### config.mk
export PLATFORM = sky130hd
export DESIGN_NAME = alu_sequencer
export DESIGN_NICKNAME = d
export VERILOG_FILES = /design/src/rtl/alu_sequencer.sv
export SDC_FILE = /design/constraint.sdc
export NUM_CORES = 1
export LEC_CHECK = 0
export CAP_MARGIN = 0
export CELL_PAD_IN_SITES_DETAIL_PLACEMENT = 1
export CELL_PAD_IN_SITES_GLOBAL_PLACEMENT = 1
export CORE_UTILIZATION = 31
export DETAILED_ROUTE_END_ITERATION = 10
export PLACE_DENSITY = 0.79
export SYNTH_ARGS = -nofsm -noshare
export SYNTH_HDL_FRONTEND = slang
export SYNTH_SLANG_ARGS = --single-unit
### constraint.sdc
create_clock -name clk -period 2.61 [get_ports clk]
set_input_delay 0.6525 -clock clk [delete_from_list [all_inputs] [get_ports clk]]
set_output_delay 0.6525 -clock clk [all_outputs]
set_load 0.02 [all_outputs]
### src/rtl/alu_sequencer.sv
//-----------------------------------------------------------------------------
// alu_sequencer
//
// Multi-cycle control FSM that runs one instruction at a time through the
// 16-bit ALU. It fetches an instruction over a req/ack memory port, decodes
// it, reads the register file, drives the ALU, writes the result back, and
// also executes loads, stores, conditional branches, conditional jumps and
// JAL. It owns the program counter and the processor status register (PSR).
//
// Instruction fields: op = inst[15:12], Rdest = inst[11:8],
//                     ext = inst[7:4],  Rsrc = inst[3:0], imm8 = inst[7:0].
//
// Ports
//   clk, reset               system clock; asynchronous active-high reset
//   mem_req/mem_ack          memory handshake; req held until ack
//   mem_addr/mem_we          memory address and write select
//   mem_wdata/mem_rdata      store data / read data (valid with mem_ack)
//   rf_raddr_a/rf_raddr_b    register read addresses (Rdest / Rsrc)
//   rf_rdata_a/rf_rdata_b    combinational register read data
//   rf_we/rf_waddr/rf_wdata  register write port
//   alu_src/alu_dst          ALU sourceData / destData
//   alu_ctl/alu_en           ALU operationControl / enable
//   alu_result, alu_c..n     ALU result and flags {C,L,F,Z,N}
//   psr                      registered flags {C,L,F,Z,N}
//   pc                       program counter
//   halted                   high while the FSM sits in HALT
//-----------------------------------------------------------------------------
module alu_sequencer #(
    parameter int WIDTH = 16
) (
    input  logic             clk,
    input  logic             reset,
    // memory port
    output logic             mem_req,
    input  logic             mem_ack,
    output logic [WIDTH-1:0] mem_addr,
    output logic             mem_we,
    output logic [WIDTH-1:0] mem_wdata,
    input  logic [WIDTH-1:0] mem_rdata,
    // register file
    output logic [3:0]       rf_raddr_a,
    output logic [3:0]       rf_raddr_b,
    input  logic [WIDTH-1:0] rf_rdata_a,
    input  logic [WIDTH-1:0] rf_rdata_b,
    output logic             rf_we,
    output logic [3:0]       rf_waddr,
    output logic [WIDTH-1:0] rf_wdata,
    // ALU
    output logic [WIDTH-1:0] alu_src,
    output logic [WIDTH-1:0] alu_dst,
    output logic [7:0]       alu_ctl,
    output logic             alu_en,
    input  logic [WIDTH-1:0] alu_result,
    input  logic             alu_c,
    input  logic             alu_l,
    input  logic             alu_f,
    input  logic             alu_z,
    input  logic             alu_n,
    // status
    output logic [4:0]       psr,
    output logic [WIDTH-1:0] pc,
    output logic             halted
);

    // FSM encoding
    localparam logic [2:0] S_IDLE      = 3'd0;
    localparam logic [2:0] S_FETCH     = 3'd1;
    localparam logic [2:0] S_DECODE    = 3'd2;
    localparam logic [2:0] S_EXECUTE   = 3'd3;
    localparam logic [2:0] S_MEM       = 3'd4;
    localparam logic [2:0] S_WRITEBACK = 3'd5;
    localparam logic [2:0] S_HALT      = 3'd6;

    // Major opcodes
    localparam logic [3:0] OP_RTYPE = 4'b0000;
    localparam logic [3:0] OP_ANDI  = 4'b0001;
    localparam logic [3:0] OP_ORI   = 4'b0010;
    localparam logic [3:0] OP_XORI  = 4'b0011;
    localparam logic [3:0] OP_MEMJ  = 4'b0100;
    localparam logic [3:0] OP_ADDI  = 4'b0101;
    localparam logic [3:0] OP_ADDUI = 4'b0110;
    localparam logic [3:0] OP_SHIFT = 4'b1000;
    localparam logic [3:0] OP_SUBI  = 4'b1001;
    localparam logic [3:0] OP_CMPI  = 4'b1011;
    localparam logic [3:0] OP_BCOND = 4'b1100;
    localparam logic [3:0] OP_MOVI  = 4'b1101;
    localparam logic [3:0] OP_LUI   = 4'b1111;

    // ext field for op 0100
    localparam logic [3:0] EXT_LOAD  = 4'b0000;
    localparam logic [3:0] EXT_STORE = 4'b0100;
    localparam logic [3:0] EXT_JAL   = 4'b1000;
    localparam logic [3:0] EXT_JCOND = 4'b1100;

    // ext field for op 0000 (flag-setting subset)
    localparam logic [3:0] EXT_ADD  = 4'b0101;
    localparam logic [3:0] EXT_ADDU = 4'b0110;
    localparam logic [3:0] EXT_ADDC = 4'b0111;
    localparam logic [3:0] EXT_SUB  = 4'b1001;
    localparam logic [3:0] EXT_SUBC = 4'b1010;
    localparam logic [3:0] EXT_CMP  = 4'b1011;

    // PSR bit positions within {C,L,F,Z,N}
    localparam int PSR_C = 4;
    localparam int PSR_L = 3;
    localparam int PSR_F = 2;
    localparam int PSR_Z = 1;
    localparam int PSR_N = 0;

    logic [2:0]       state;
    logic [WIDTH-1:0] ir;
    logic [WIDTH-1:0] result_q;
    logic [4:0]       psr_q;
    logic [WIDTH-1:0] pc_q;

    // Instruction fields, always taken from the registered IR
    logic [3:0] op;
    logic [3:0] rdest;
    logic [3:0] ext;
    logic [3:0] rsrc;
    logic [7:0] imm8;

    assign op    = ir[15:12];
    assign rdest = ir[11:8];
    assign ext   = ir[7:4];
    assign rsrc  = ir[3:0];
    assign imm8  = ir[7:0];

    // Decoded instruction class
    logic             is_rtype;
    logic             is_itype;
    logic             is_alu;
    logic             is_load;
    logic             is_store;
    logic             is_jal;
    logic             is_jcond;
    logic             is_bcond;
    logic             is_cmp;
    logic             sets_flags;
    logic             cond_true;
    logic [WIDTH-1:0] imm_sext;
    logic [WIDTH-1:0] imm_zext;
    logic [WIDTH-1:0] imm_ext;

    assign imm_sext = {{(WIDTH-8){imm8[7]}}, imm8};
    assign imm_zext = {{(WIDTH-8){1'b0}}, imm8};

    always_comb begin
        // NOTE: every output of a combinational block gets a default first so no latch is inferred.
        is_itype   = 1'b0;
        sets_flags = 1'b0;
        imm_ext    = imm_zext;

        is_rtype = (op == OP_RTYPE) || (op == OP_SHIFT);
        is_load  = (op == OP_MEMJ) && (ext == EXT_LOAD);
        is_store = (op == OP_MEMJ) && (ext == EXT_STORE);
        is_jal   = (op == OP_MEMJ) && (ext == EXT_JAL);
        is_jcond = (op == OP_MEMJ) && (ext == EXT_JCOND);
        is_bcond = (op == OP_BCOND);
        is_cmp   = ((op == OP_RTYPE) && (ext == EXT_CMP)) || (op == OP_CMPI);

        case (op)
            OP_ANDI, OP_ORI, OP_XORI, OP_ADDUI, OP_MOVI: is_itype = 1'b1;
            // LUI hands the ALU the raw byte in the low half; the ALU shifts it.
            OP_LUI:                                     is_itype = 1'b1;
            OP_ADDI, OP_SUBI, OP_CMPI: begin
                is_itype = 1'b1;
                imm_ext  = imm_sext;
            end
            default: ;
        endcase

        is_alu = is_rtype || is_itype;

        if (op == OP_RTYPE) begin
            case (ext)
                EXT_ADD, EXT_ADDU, EXT_ADDC,
                EXT_SUB, EXT_SUBC, EXT_CMP: sets_flags = 1'b1;
                default:                    sets_flags = 1'b0;
            endcase
        end else begin
            case (op)
                OP_ADDI, OP_ADDUI,
                OP_SUBI, OP_CMPI: sets_flags = 1'b1;
                default:          sets_flags = 1'b0;
            endcase
        end
    end

    // Condition code lives in the Rdest field and is tested against the PSR.
    always_comb begin
        case (rdest)
            4'b0000: cond_true =  psr_q[PSR_Z];
            4'b0001: cond_true = !psr_q[PSR_Z];
            4'b0010: cond_true =  psr_q[PSR_C];
            4'b0011: cond_true = !psr_q[PSR_C];
            4'b0100: cond_true =  psr_q[PSR_L];
            4'b0101: cond_true = !psr_q[PSR_L];
            4'b0110: cond_true =  psr_q[PSR_N];
            4'b0111: cond_true = !psr_q[PSR_N];
            4'b1000: cond_true =  psr_q[PSR_F];
            4'b1110: cond_true = 1'b1;
            default: cond_true = 1'b0;
        endcase
    end

    // State, IR, PC, PSR and result register
    // NOTE: the reset clears only these few control registers; there is no storage array to clear here.
    always_ff @(posedge clk or posedge reset) begin
        if (reset) begin
            state    <= S_IDLE;
            ir       <= '0;
            result_q <= '0;
            psr_q    <= '0;
            pc_q     <= '0;
        end else begin
            // NOTE: sequential state uses non-blocking assignments so every register samples pre-edge values.
            case (state)
                S_IDLE: state <= S_FETCH;

                S_FETCH: begin
                    if (mem_ack) begin
                        ir    <= mem_rdata;
                        pc_q  <= pc_q + WIDTH'(1);
                        state <= S_DECODE;
                    end
                end

                S_DECODE: begin
                    if (is_alu || is_bcond || is_jcond || is_jal)
                        state <= S_EXECUTE;
                    else if (is_load || is_store)
                        state <= S_MEM;
                    else
                        state <= S_HALT;
                end

                S_EXECUTE: begin
                    if (is_alu) begin
                        result_q <= alu_result;
                        if (sets_flags)
                            psr_q <= {alu_c, alu_l, alu_f, alu_z, alu_n};
                        // Compares only update flags; there is nothing to write back.
                        state <= is_cmp ? S_FETCH : S_WRITEBACK;
                    end else if (is_bcond) begin
                        // pc already points past the branch, so the offset is from pc+1.
                        if (cond_true)
                            pc_q <= pc_q + imm_sext;
                        state <= S_FETCH;
                    end else if (is_jcond) begin
                        if (cond_true)
                            pc_q <= rf_rdata_b;
                        state <= S_FETCH;
                    end else if (is_jal) begin
                        state <= S_WRITEBACK;
                    end else begin
                        state <= S_HALT;
                    end
                end

                S_MEM: begin
                    if (mem_ack) begin
                        if (is_load) begin
                            result_q <= mem_rdata;
                            state    <= S_WRITEBACK;
                        end else begin
                            state <= S_FETCH;
                        end
                    end
                end

                S_WRITEBACK: begin
                    // JAL writes the return address and redirects in the same cycle.
                    if (is_jal)
                        pc_q <= rf_rdata_b;
                    state <= S_FETCH;
                end

                S_HALT: state <= S_HALT;

                default: state <= S_IDLE;
            endcase
        end
    end

    // Outputs are decoded from registered state, so a reset drops every
    // strobe as soon as it asserts.
    assign mem_req   = (state == S_FETCH) || (state == S_MEM);
    assign mem_we    = (state == S_MEM) && is_store;
    assign mem_addr  = (state == S_FETCH) ? pc_q : rf_rdata_b;
    assign mem_wdata = rf_rdata_a;

    assign rf_raddr_a = rdest;
    assign rf_raddr_b = rsrc;
    assign rf_we      = (state == S_WRITEBACK);
    assign rf_waddr   = rdest;
    assign rf_wdata   = is_jal ? pc_q : result_q;

    assign alu_en  = (state == S_EXECUTE) && is_alu;
    assign alu_ctl = is_rtype ? {op, ext} : {op, 4'b0000};
    assign alu_dst = rf_rdata_a;
    assign alu_src = is_rtype ? rf_rdata_b : imm_ext;

    assign psr    = psr_q;
    assign pc     = pc_q;
    assign halted = (state == S_HALT);

endmodule

==> run_results.csv <==
group,metric,value,unit
outcome,outcome,"complete, no violations",
cells_and_area,nNetsFinal,831,
power,internal_power,0.00138,W
cells_and_area,lay_top_cells,"95 x clkdlybuf4s50_1, 84 x nand2_1, 65 x buf_4",
global_route,grt_pass1_vias,5451,
final_timing,slew_headroom,0.567,
routing,dr_wl_met3,894,microns
yosys,yosys.area_share.simple,0.200,
critical_path,cp.required,1960,ps
routing,dr_wl_met2,9440,microns
clock_network,tritoncts,"done",
routing,routed.top_layer,"met4",
routing,drt_iter0_markers,275,
floorplan,die_x,127,microns
global_route,grt_max_degree,57,
yosys,top_cell_area_share,0.290,
critical_path,endpoint_kind,"primary output",
power,seq-power,0.000875,W
cells_and_area,nNonClkBuffers,221,
cells_and_area,buffer_area_frac,0.295,
power,seqPwrFrac,0.468,
power,pg_clk,0.000735,W
cells_and_area,seq_area_frac,0.205,
yosys,adder_share,0.0455,
yosys,synthDistinctLibCells,61,
final_timing,worst_slew_pin_slew,649,ps
yosys,edf_count,0,
power,irDropWorstVdd,0.000296,V
cells_and_area,clkCellAreaFrac,0.0220,
cells_and_area,post-route-util,0.450,
final_timing,hold_slack,534,ps
yosys,ys_sh_mux,0.140,
-- stage by stage --
step	TNS (ps)	std cells	area, sq um
5_1_grt	-222	931	6830
2_1_floorplan	0	588	4840
4_1_cts	0	928	6830
3_5_place_dp	-129	919	6670
3_3_place_gp	-163	919	6670
6_report	0	931	6830
-- metal layers --
metal / track usage / vias to the layer above
met5: 0 / -
met4: 0.0840 / 0
met3: 0.0401 / 33
met2: 0.417 / 153
met1: 0.288 / 2541
li1: - / 2361
-- worst max-delay path by stage --
stage                             start     endpoint  cells past startpoint
after floorplan                   pc[0]       pc[14]                     10
after global placement    rf_rdata_b[6]  mem_addr[6]                      3
after detailed placement  rf_rdata_b[6]  mem_addr[6]                      3
after CTS                        ir[14]  alu_src[15]                      7
after global routing             ir[14]  alu_src[10]                      7
final                          state[2]  mem_addr[1]                      5
**Metal 4**

(3 px per micron) Supply wires on this layer in gray.
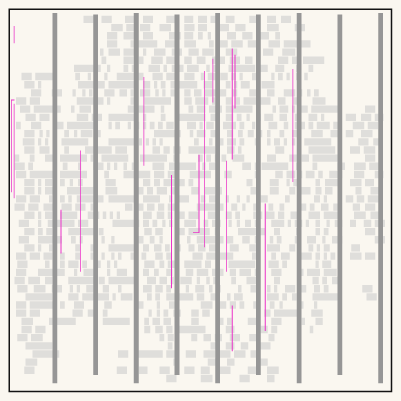
- wire length on this layer: 475 microns
- share of all routed wire: 2.5%
- main direction: vertical
- nets with wire on the layer: 15
- longest straight run: 58.5 microns
total wire length: 18900 microns
routed vias: 5088

**The metal 3 layer**

(4 px per micron)
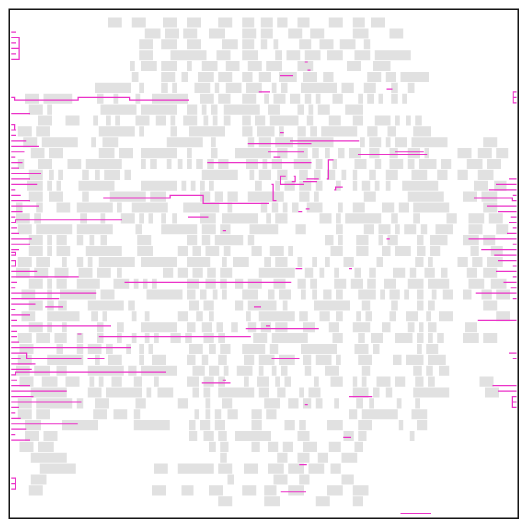
- main direction: horizontal
- longest straight run: 41.4 microns
GR Layer Usage met3: 0.0401

**Zoomed window**

Window x 70 to 120, y 70 to 120 microns. Cells in gray, sequential cells in the stronger gray; small squares are vias.
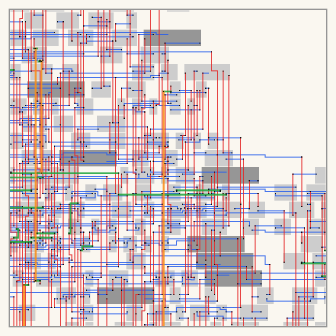
- blue: M1
- green: M3
- red: M2
- orange: M4
- netlist names of flops here include: pc (8)
- most frequent: buf_4 (13), nand2_1 (11)
- cells with their middle in the window: 124
- sequential cells in the window: 8

Power and IR drop assume default switching activity.
